### src/rtl/uart_tx_dev_pkg.sv
// Shared definitions for the memory-mapped UART transmitter.
package uart_tx_dev_pkg;

  localparam int unsigned DATA_W = 32;
  localparam int unsigned DIV_W  = 16;
  localparam int unsigned BYTE_W = 8;
  localparam int unsigned BIDX_W = 3;

  // Register offsets as decoded from Addr[3:2]
  localparam logic [1:0] REG_CTRL   = 2'd0;
  localparam logic [1:0] REG_STATUS = 2'd1;
  localparam logic [1:0] REG_DATA   = 2'd2;
  localparam logic [1:0] REG_DIV    = 2'd3;

  // CTRL bit positions
  localparam int unsigned CTRL_TXEN  = 0;
  localparam int unsigned CTRL_IRQEN = 1;

  // STATUS bit positions
  localparam int unsigned STAT_BUSY    = 0;
  localparam int unsigned STAT_FULL    = 1;
  localparam int unsigned STAT_EMPTY   = 2;
  localparam int unsigned STAT_OVF     = 3;
  localparam int unsigned STAT_CNT_LSB = 4;
  localparam int unsigned STAT_CNT_W   = 4;

  typedef enum logic [1:0] {
    S_IDLE  = 2'd0,
    S_START = 2'd1,
    S_DATA  = 2'd2,
    S_STOP  = 2'd3
  } tx_state_e;

endpackage

### src/rtl/uart_fifo.sv
// Synchronous first-word-fall-through FIFO; dout always shows the oldest entry.
module uart_fifo #(
  parameter int unsigned WIDTH = 8,
  parameter int unsigned DEPTH = 8
) (
  input  logic                     clk,
  input  logic                     reset,
  input  logic                     push,
  input  logic                     pop,
  input  logic [WIDTH-1:0]         din,
  output logic [WIDTH-1:0]         dout,
  output logic                     full,
  output logic                     empty,
  output logic [$clog2(DEPTH):0]   count
);

  localparam int unsigned AW = $clog2(DEPTH);
  localparam int unsigned CW = AW + 1;

  logic [WIDTH-1:0] mem [DEPTH];
  logic [AW-1:0]    rd_ptr;
  logic [AW-1:0]    wr_ptr;
  logic             do_push;
  logic             do_pop;

  // A push into a full FIFO is accepted only when a pop frees a slot in the same cycle
  assign do_pop  = pop && !empty;
  assign do_push = push && (!full || do_pop);
  assign full    = (count == CW'(DEPTH));
  assign empty   = (count == '0);
  assign dout    = mem[rd_ptr];

  // Pointer and occupancy tracking
  always_ff @(posedge clk or posedge reset) begin
    if (reset) begin
      rd_ptr <= '0;
      wr_ptr <= '0;
      count  <= '0;
    end else begin
      if (do_push) wr_ptr <= wr_ptr + AW'(1);
      if (do_pop)  rd_ptr <= rd_ptr + AW'(1);
      count <= count + CW'(do_push) - CW'(do_pop);
    end
  end

  // Storage array, contents are don't-care until written
  always_ff @(posedge clk) begin
    if (do_push) mem[wr_ptr] <= din;
  end

endmodule

### src/rtl/uart_tx_dev.sv
// UART 8N1 transmitter with CPU register interface, TX FIFO and empty-FIFO interrupt.
module uart_tx_dev
  import uart_tx_dev_pkg::*;
#(
  parameter int unsigned      FIFO_DEPTH = 8,
  parameter logic [DIV_W-1:0] DIV_RESET  = 16'd433
) (
  input  logic              clk,
  input  logic              reset,
  input  logic              WE,
  input  logic [DATA_W-1:0] Addr,
  input  logic [DATA_W-1:0] DIn,
  output logic [DATA_W-1:0] DOut,
  output logic              IRQ,
  output logic              txd
);

  localparam int unsigned CNT_W = $clog2(FIFO_DEPTH) + 1;

  logic [1:0]        reg_sel;
  logic              wr_ctrl;
  logic              wr_data;
  logic              wr_div;
  logic [1:0]        ctrl_q;
  logic [DIV_W-1:0]  div_q;
  logic              ovf_q;
  logic              txen;

  logic              fifo_full;
  logic              fifo_empty;
  logic              fifo_pop;
  logic [BYTE_W-1:0] fifo_dout;
  logic [CNT_W-1:0]  fifo_count;

  tx_state_e         state_q;
  tx_state_e         state_d;
  logic [DIV_W-1:0]  bcnt_q;
  logic [DIV_W-1:0]  bcnt_d;
  logic [BYTE_W-1:0] shift_q;
  logic [BYTE_W-1:0] shift_d;
  logic [BIDX_W-1:0] bidx_q;
  logic [BIDX_W-1:0] bidx_d;
  logic              txd_d;
  logic              unused_bits;

  assign reg_sel = Addr[3:2];
  assign wr_ctrl = WE && (reg_sel == REG_CTRL);
  assign wr_data = WE && (reg_sel == REG_DATA);
  assign wr_div  = WE && (reg_sel == REG_DIV);
  assign txen    = ctrl_q[CTRL_TXEN];

  assign unused_bits = ^{Addr[DATA_W-1:4], Addr[1:0], DIn[DATA_W-1:DIV_W]};

  uart_fifo #(
    .WIDTH (BYTE_W),
    .DEPTH (FIFO_DEPTH)
  ) u_fifo (
    .clk   (clk),
    .reset (reset),
    .push  (wr_data),
    .pop   (fifo_pop),
    .din   (DIn[BYTE_W-1:0]),
    .dout  (fifo_dout),
    .full  (fifo_full),
    .empty (fifo_empty),
    .count (fifo_count)
  );

  // Control/divisor registers and sticky overflow flag (cleared by any CTRL write)
  always_ff @(posedge clk or posedge reset) begin
    if (reset) begin
      ctrl_q <= '0;
      div_q  <= DIV_RESET;
      ovf_q  <= 1'b0;
    end else begin
      if (wr_ctrl) begin
        ctrl_q <= DIn[1:0];
        ovf_q  <= 1'b0;
      end else if (wr_data && fifo_full && !fifo_pop) begin
        ovf_q  <= 1'b1;
      end
      if (wr_div) div_q <= DIn[DIV_W-1:0];
    end
  end

  // Shift FSM state, baud counter, shifter and registered serial output
  always_ff @(posedge clk or posedge reset) begin
    if (reset) begin
      state_q <= S_IDLE;
      bcnt_q  <= '0;
      shift_q <= '0;
      bidx_q  <= '0;
      txd     <= 1'b1;
    end else begin
      state_q <= state_d;
      bcnt_q  <= bcnt_d;
      shift_q <= shift_d;
      bidx_q  <= bidx_d;
      txd     <= txd_d;
    end
  end

  // Next-state logic; txd is derived from the next state so the line changes with the state
  always_comb begin
    state_d  = state_q;
    bcnt_d   = bcnt_q;
    shift_d  = shift_q;
    bidx_d   = bidx_q;
    fifo_pop = 1'b0;
    txd_d    = 1'b1;

    case (state_q)
      S_IDLE: begin
        if (txen && !fifo_empty) begin
          fifo_pop = 1'b1;
          shift_d  = fifo_dout;
          bcnt_d   = div_q;
          state_d  = S_START;
        end
      end
      S_START: begin
        if (bcnt_q == '0) begin
          bcnt_d  = div_q;
          bidx_d  = '0;
          state_d = S_DATA;
        end else begin
          bcnt_d = bcnt_q - DIV_W'(1);
        end
      end
      S_DATA: begin
        if (bcnt_q == '0) begin
          bcnt_d  = div_q;
          shift_d = {1'b0, shift_q[BYTE_W-1:1]};
          if (bidx_q == BIDX_W'(BYTE_W - 1)) begin
            state_d = S_STOP;
          end else begin
            bidx_d = bidx_q + BIDX_W'(1);
          end
        end else begin
          bcnt_d = bcnt_q - DIV_W'(1);
        end
      end
      S_STOP: begin
        if (bcnt_q == '0) begin
          if (txen && !fifo_empty) begin
            fifo_pop = 1'b1;
            shift_d  = fifo_dout;
            bcnt_d   = div_q;
            state_d  = S_START;
          end else begin
            state_d = S_IDLE;
          end
        end else begin
          bcnt_d = bcnt_q - DIV_W'(1);
        end
      end
      default: state_d = S_IDLE;
    endcase

    case (state_d)
      S_START: txd_d = 1'b0;
      S_DATA:  txd_d = shift_d[0];
      default: txd_d = 1'b1;
    endcase
  end

  // Level interrupt: FIFO drained and transmitter idle
  always_ff @(posedge clk or posedge reset) begin
    if (reset) begin
      IRQ <= 1'b0;
    end else begin
      IRQ <= ctrl_q[CTRL_IRQEN] && fifo_empty && (state_q == S_IDLE);
    end
  end

  // Combinational register read mux
  always_comb begin
    DOut = '0;
    case (reg_sel)
      REG_CTRL: DOut[1:0] = ctrl_q;
      REG_STATUS: begin
        DOut[STAT_BUSY]                     = (state_q != S_IDLE);
        DOut[STAT_FULL]                     = fifo_full;
        DOut[STAT_EMPTY]                    = fifo_empty;
        DOut[STAT_OVF]                      = ovf_q;
        DOut[STAT_CNT_LSB +: STAT_CNT_W]    = STAT_CNT_W'(fifo_count);
      end
      REG_DIV: DOut[DIV_W-1:0] = div_q;
      default: DOut = '0;
    endcase
  end

endmodule

### config.mk
export PLATFORM = sky130hd
export DESIGN_NAME = uart_tx_dev
export DESIGN_NICKNAME = d
export VERILOG_FILES = /design/src/rtl/uart_tx_dev_pkg.sv /design/src/rtl/uart_fifo.sv /design/src/rtl/uart_tx_dev.sv
export SDC_FILE = /design/constraint.sdc
export NUM_CORES = 1
export LEC_CHECK = 0
export ABC_AREA = 1
export CAP_MARGIN = 20
export CORE_AREA = 5 5 109 137
export CTS_CLUSTER_SIZE = 30
export DETAILED_ROUTE_END_ITERATION = 8
export DIE_AREA = 0 0 114 142
export PLACE_DENSITY = 0.79
export SLEW_MARGIN = 25
export SYNTH_ARGS = -nofsm -noshare
export SYNTH_HDL_FRONTEND = slang
export SYNTH_HIERARCHICAL = 1
export SYNTH_SLANG_ARGS = --single-unit
### constraint.sdc
create_clock -name clk -period 3.45 [get_ports clk]
set_input_delay 1.035 -clock clk [delete_from_list [all_inputs] [get_ports clk]]
set_output_delay 1.035 -clock clk [all_outputs]
set_load 0.03 [all_outputs]
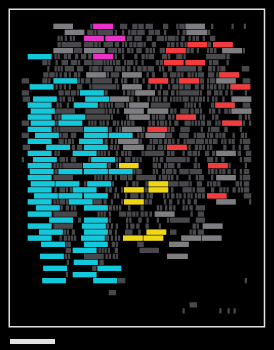
Run 1: sequential cells coloured by netlist name
The bar under the picture is 20 microns long.
legend:
  magenta:
    netlist_name: `u_fifo/count`
    placed_flops: 4
  yellow:
    netlist_name: `shift_q`
    placed_flops: 8
    where: middle
  cyan:
    netlist_name: `u_fifo/mem`
    placed_flops: 64
  red:
    netlist_name: `bcnt_q`
    placed_flops: 16
not coloured: 32
sequential logic power: 2.18 mW
fraction of area in registers: 44.4%

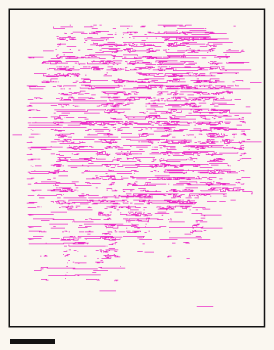
Run 1: met1 routing
The bar under the picture is 20 microns long.
longest straight run: 37.7 microns
nets with wire on the layer: 772
main direction: horizontal
via total after detailed routing: 5124
GRT met1 Usage: 22.3%

==> flow.log, run 1 <==
[flow] summary of implementation run
[metrics] endpoint kind of the worst setup timing path: primary output
[metrics] antenna violations before repair: 0
[metrics] area of the die: 16200 sq um
[metrics] most used cells in the layout excluding fill and tap cells: nand2_1, nor2_1, inv_1, edfxtp_1, dfrtp_1
[metrics] cell with the biggest individual delay on the critical path: clkdlybuf4s50_1
[metrics] Initial Utilization: 49.0%
[metrics] clock latency on the worst-skew pair: 0.42 ns
[metrics] Antenna Cells: 0
[metrics] Clk pin slew, worst setup/hold paths: 0.06 ns
[metrics] Setup Fix Bufs, Post-CTS: 0
[metrics] Crit path arrival time: 2.24 ns
[metrics] Power Total: 6.43 mW
[metrics] result of the run: finished clean
[metrics] area used by sequential logic in the layout: 3430 sq um
[metrics] xor/xnor share: 1.72%
[metrics] worst-case vdd ir drop: 0.000462 V
[metrics] highest clock frequency the design can meet: 306 MHz
[metrics] cell count after synthesis: 759
[metrics] crit path DRT: 2.41 ns
[metrics] total congestion overflow after global routing: 0
[metrics] total of max-cap violations: 0
[metrics] RSZ-0062 raised after global routing: false
[metrics] count of flip-flops with a built-in enable after synthesis: 64
[metrics] drt initial violations: 339
[metrics] area of the core: 13500 sq um
[metrics] number of warning messages in the logs: 77
[metrics] Main logic family: simple AND/OR/NAND/NOR gates
[metrics] TritonCTS clock tree: yes
[metrics] minimum clock period: 3.27 ns
[metrics] setup TNS: 0 ns
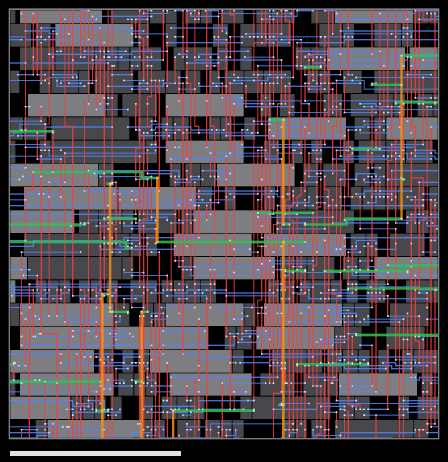
Run 1: layout detail
The bar under the picture is 20 microns long. Region (32, 74) to (82, 124) microns. Cells in grey, sequential cells in the stronger grey; small squares are vias.
legend:
  green:
    layer: met3
  blue:
    layer: met1
  red:
    layer: met2
  orange:
    layer: met4
most frequent: nand2_1 (57), inv_1 (26), nor2_1 (20)
sequential cells in the window: 32
cells with their middle in the window: 241
netlist names of flops here include: `u_fifo/mem` (10), `div_q` (8), `bcnt_q` (7)

## run 1: area by class of cell
class | count | area share [%]
Multi-Input combinational cell | 529 | 34.2
Tap cell | 175 | 2.83
Timing Repair Buffer | 59 | 6.45
Inverter | 78 | 3.90
Sequential cell | 124 | 44.4
Clock buffer | 17 | 5.51
Clock inverter | 15 | 2.74
## run 1: power by group through the flow
stage	Combinational [mW]	Sequential (mW)	Clock [mW]
finish	2.34	2.18	1.91
global route	2.65	2.22	2.00
CTS	2.34	2.18	1.93
detailed placement	2.30	2.20	0
global placement	2.23	2.19	0
floorplan	1.96	2.06	0
## run 1: sequential cells by signal, indices dropped and copies added, names as in the netlist
name,flops
txd,1
state_q,2
shift_q,8
div_q,16
u_fifo/wr_ptr,3
u_fifo/mem,64
ctrl_q,2
u_fifo/count,4
bidx_q,3
u_fifo/rd_ptr,3
ovf_q,1
IRQ,1
bcnt_q,16
## run 1: critical path: cells and delay by family
family	cells	cell delay [ns]
simple gates	2	0.18
buf+inv	4	0.92
compound gates	1	0.10
## run 1: synth_stat cells (6+ instances only)
master | number | area share (%)
a21oi_1 | 26 | 2.0
edfxtp_1 | 64 | 29
buf_6 | 8 | 1.4
nor2_1 | 80 | 4.5
o21ai_1 | 37 | 2.8
nand2_1 | 192 | 11
ha_1 | 15 | 2.8
buf_2 | 7 | 0.53
o21ai_0 | 44 | 3.3
dfrtp_1 | 54 | 20
nand2_2 | 6 | 0.57
dfstp_2 | 6 | 2.4
nor2_2 | 7 | 0.66
inv_1 | 72 | 4.1
nand3_1 | 39 | 2.9
xor2_1 | 9 | 1.2
o22ai_1 | 13 | 1.2
clkbuf_1 | 9 | 0.51
o211ai_1 | 10 | 1.1
buf_4 | 17 | 1.9
## run 1: stage by stage
stage | util, % | hold WS, ns | instance area (sq um) | setup slack (ns) | instances
floorplan | - | 0.471 | 6680 | 0.556 | 774
global placement | 52.4 | 0.485 | 7090 | 0.165 | 965
detailed placement | 52.4 | 0.497 | 7090 | 0.120 | 965
CTS | 57.1 | 0.507 | 7720 | 0.111 | 997
global route | 57.2 | 0.536 | 7730 | 0.0612 | 997
finish | 57.2 | 0.516 | 7730 | 0.179 | 997
## run 1: cell families (layout without fill, tap and decap cells)
group | Yosys count | in the layout
simple gates | 342 | 342
compound gates | 139 | 139
flops | 124 | 124
buf+inv | 121 | 169
fa+ha+maj | 16 | 16
xor+xnor | 13 | 13
mux | 3 | 3
other cells | 1 | 16
## run 1: per-layer routing
layer | wire length, microns | vias up
met2 | 7910 | 130
met4 | 293 | 0
met3 | 622 | 29
li1 | - | 2574
met5 | 0 | -
met1 | 5910 | 2391
## run 1: worst paths after layout
check,from,to,slack (ns),cells past startpoint
setup / recovery,Addr[3],DOut[1],0.18,7
hold / removal,div_q[0],div_q[0],0.52,2
setup reg to reg,bcnt_q[0],u_fifo/count[1],0.42,16
hold reg to reg,div_q[0],div_q[0],0.52,2
max in group asynchronous,reset,txd,1.80,3
min in group asynchronous,reset,u_fifo/wr_ptr[0],0.94,2
==> run 1 -> run 2 <==
--- a/config.mk
+++ b/config.mk
@@ -12,6 +12,7 @@
 export DETAILED_ROUTE_END_ITERATION = 8
 export DIE_AREA = 0 0 114 142
 export PLACE_DENSITY = 0.79
+export RECOVER_POWER = 50
 export SLEW_MARGIN = 25
 export SYNTH_ARGS = -nofsm -noshare
 export SYNTH_HDL_FRONTEND = slang
==> constraint.sdc (replaced) <==
create_clock -name clk -period 4.2 [get_ports clk]
set_input_delay 1.26 -clock clk [delete_from_list [all_inputs] [get_ports clk]]
set_output_delay 1.26 -clock clk [all_outputs]
set_load 0.03 [all_outputs]
==> flow.log, run 2 <==
[flow] summary of implementation run
[metrics] result of the run: finished, violations left (was finished clean)
[metrics] violated checks: max-capacitance violations, max-slew violations
[metrics] area of the core: 13500 sq um (unchanged)
[metrics] cell-by-cell trace of the critical path: clkdlybuf4s50_1 > nand2_1 > buf_4 > nor2_1 > buf_4 (was clkdlybuf4s50_1 > inv_1 > nand2_1 > inv_1 > nand2_1 > o221ai_1 > buf_4)
[metrics] most frequent logic cell in the layout: nand2_1 (unchanged)
[metrics] area used by sequential logic in the layout: 3430 sq um (about the same)
[metrics] minimum clock period: 3.85 ns
[metrics] Register-to-Register Setup Slack: 1.08 ns (was 0.42 ns)
[metrics] Setup Fix Bufs, Post-CTS: 0 (unchanged)
[metrics] Synth top area share: 29.0% (unchanged)
[metrics] crit path DRT: 2.94 ns (was 2.41 ns)
[metrics] registers with the highest flip-flop counts: u_fifo/mem (64), bcnt_q (16), div_q (16) (unchanged)
[metrics] RSZ-0062 raised after global routing: false (unchanged)
[metrics] total of max-cap violations: 1 (was 0)
[metrics] endpoint kind of the worst setup timing path: primary output (unchanged)
[metrics] net total in the final layout: 879 (was 892)
[metrics] post-synth top area cell: edfxtp_1 (unchanged)
[metrics] register containing the most flip-flops in the final layout: u_fifo/mem (unchanged)
[metrics] TritonCTS clock tree: yes (unchanged)
[metrics] detailed-routing iteration count for the pre-antenna-repair pass: 7 (was 5)
[metrics] cell with the most instances after synthesis: nand2_1 (unchanged)
[metrics] antenna violations before repair: 0 (unchanged)
[metrics] setup TNS: 0 ns (unchanged)
[metrics] area of the die: 16200 sq um (unchanged)
[metrics] via total after detailed routing: 5125 (was 5124)
[metrics] Initial Utilization: 49.0% (unchanged)
[metrics] total congestion overflow after global routing: 0 (unchanged)
[metrics] clock latency on the worst-skew pair: 0.43 ns (was 0.42 ns)
[metrics] Max Transition Viols Final: 51 (was 0)
[metrics] Final Wtd Congestion: 0.874 (was 0.914)
[metrics] number of warning messages in the logs: 77 (unchanged)
[metrics] count of flip-flops with a built-in enable after synthesis: 64 (unchanged)
[metrics] routed via count divided by cell count: 5.21 (was 5.14)
[metrics] most used cells in the layout excluding fill and tap cells: nand2_1, nor2_1, inv_1, edfxtp_1, dfrtp_1 (unchanged)
[metrics] Power Total: 5.09 mW (was 6.43 mW)
[metrics] Antenna Cells: 0 (unchanged)
[metrics] synthesis-stage register bit count: 124 (unchanged)
[metrics] global router's overall resource usage: 18.4% (was 19.2%)
[metrics] Largest register FFs: 64 (unchanged)
[metrics] Remaining DRCs: 0 (unchanged)
[metrics] cell with the biggest individual delay on the critical path: clkdlybuf4s50_1 (unchanged)
[metrics] drt initial violations: 252 (was 339)
[metrics] synth cell count leaders: nand2_1, nor2_1, inv_1 (unchanged)
[metrics] worst-case vdd ir drop: 0.000464 V (was 0.000462 V)
[metrics] highest clock frequency the design can meet: 259 MHz
[metrics] Clk pin slew, worst setup/hold paths: 0.06 ns (about the same)
[metrics] Crit path arrival time: 2.59 ns (was 2.24 ns)
run 2: cell counts after synthesis:
No cell type changed its count.
run 2: stage by stage:
step | std cells | worst slack (ns) | instance area, sq um | hold WS (ns) | utilization [%]
after global placement | 952 | 0.376 | 6990 | 0.485 | 51.7
after global routing | 984 | 0.230 | 7560 | 0.534 | 56.0
after CTS | 984 | 0.353 | 7580 | 0.517 | 56.1
after floorplan | 774 | 0.856 | 6680 | 0.471 | -
after detailed placement | 952 | 0.350 | 6990 | 0.503 | 51.7
final | 984 | 0.346 | 7560 | 0.516 | 56.0
run 2: final timing paths:
kind,start,endpoint,cells past startpoint
max,Addr[2],DOut[12],5
min,bidx_q[0],bidx_q[0],2
max reg2reg,u_fifo/count[3],u_fifo/mem[2][4],13
min reg2reg,bidx_q[0],bidx_q[0],2
max in group asynchronous,reset,bidx_q[0],2
min in group asynchronous,reset,u_fifo/rd_ptr[2],2
run 2: kinds of logic (layout without fill, tap and decap cells):
| family | count (synthesis) | in the layout | share of synthesized area, % |
|---|---|---|---|
| AND/OR/NAND/NOR | 342 | 342 | 21.9 |
| flip-flops | 124 | 124 | 51.8 |
| XOR/XNOR | 13 | 13 | 1.72 |
| AND-OR/OR-AND | 139 | 139 | 11.7 |
| other | 1 | 16 | 0.0566 |
| multiplexers | 3 | 3 | 0.453 |
| adder cells (fa/ha/maj) | 16 | 16 | 3.14 |
| buffers and inverters | 121 | 156 | 9.26 |
run 2: per-layer routing:
| layer | share of wire, % | GRT usage [%] | wire length (microns) |
|---|---|---|---|
| met1 | 40 | 21.2 | 5630 |
| met2 | 54 | 32.3 | 7650 |
| met3 | 4.6 | 4.38 | 655 |
| met4 | 2.0 | 8.13 | 291 |
| met5 | 0 | 0 | 0 |
run 2: critical path: cells and delay by family:
kind | cells | cell delay [ns]
buf+inv | 3 | 0.96
simple gates | 2 | 0.36
run 2: area by class of cell:
type,count,area share [%]
inverter,78,4.00
sequential,124,45.4
clock buffer,17,5.62
clock inverter,15,2.15
multi-input combinational,529,34.8
timing repair buffer,46,5.19
tap,175,2.89
run 2: report_power, final:
group          leakage, nW  switching [mW]  internal [mW]
clock network        0.281           0.559          0.880
registers             1.30           0.250           1.52
logic                 1.76            1.22          0.669
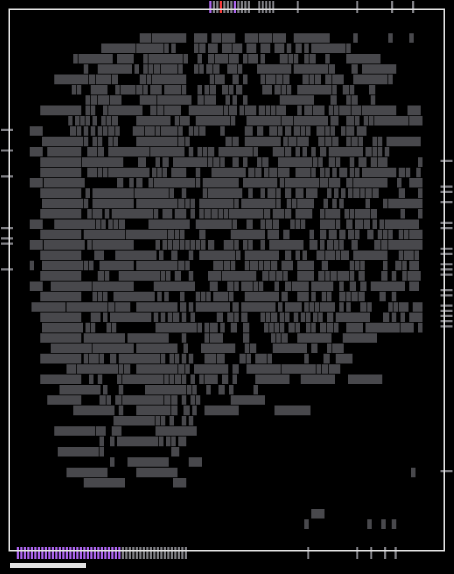
Run 2: ports around the boundary
The bar under the picture is 20 microns long. Pins as bars across the die edge, other pins in grey.
legend:
  red:
    port: `WE`
    pins: 1
    direction: input
    edge: top
  purple:
    port: `Addr`
    pins: 32
    direction: input
    edge: 30 bottom, 2 top
PortBufs: 38
width of the die: 114 microns
Die Ht: 142 microns

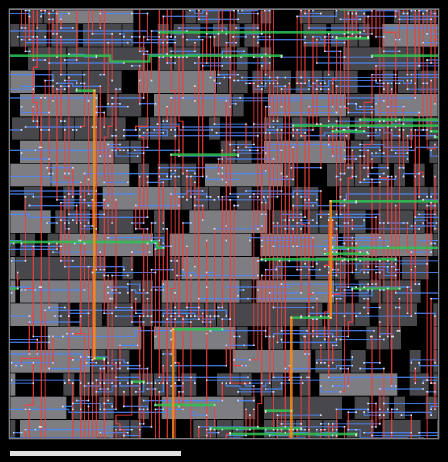
Run 2: layout detail
The bar under the picture is 20 microns long. Region (32, 74) to (82, 124) microns. Cells in grey, sequential cells in the stronger grey; small squares are vias.
legend:
  green:
    layer: met3
  red:
    layer: met2
  blue:
    layer: met1
  orange:
    layer: met4
most frequent: nand2_1 (54), inv_1 (24), nor2_1 (21)
cells with their middle in the window: 234
sequential cells in the window: 30
netlist names of flops here include: `div_q` (8), `u_fifo/mem` (8), `bcnt_q` (7)

No activity file was given, so power comes from the tool's default toggle rates.
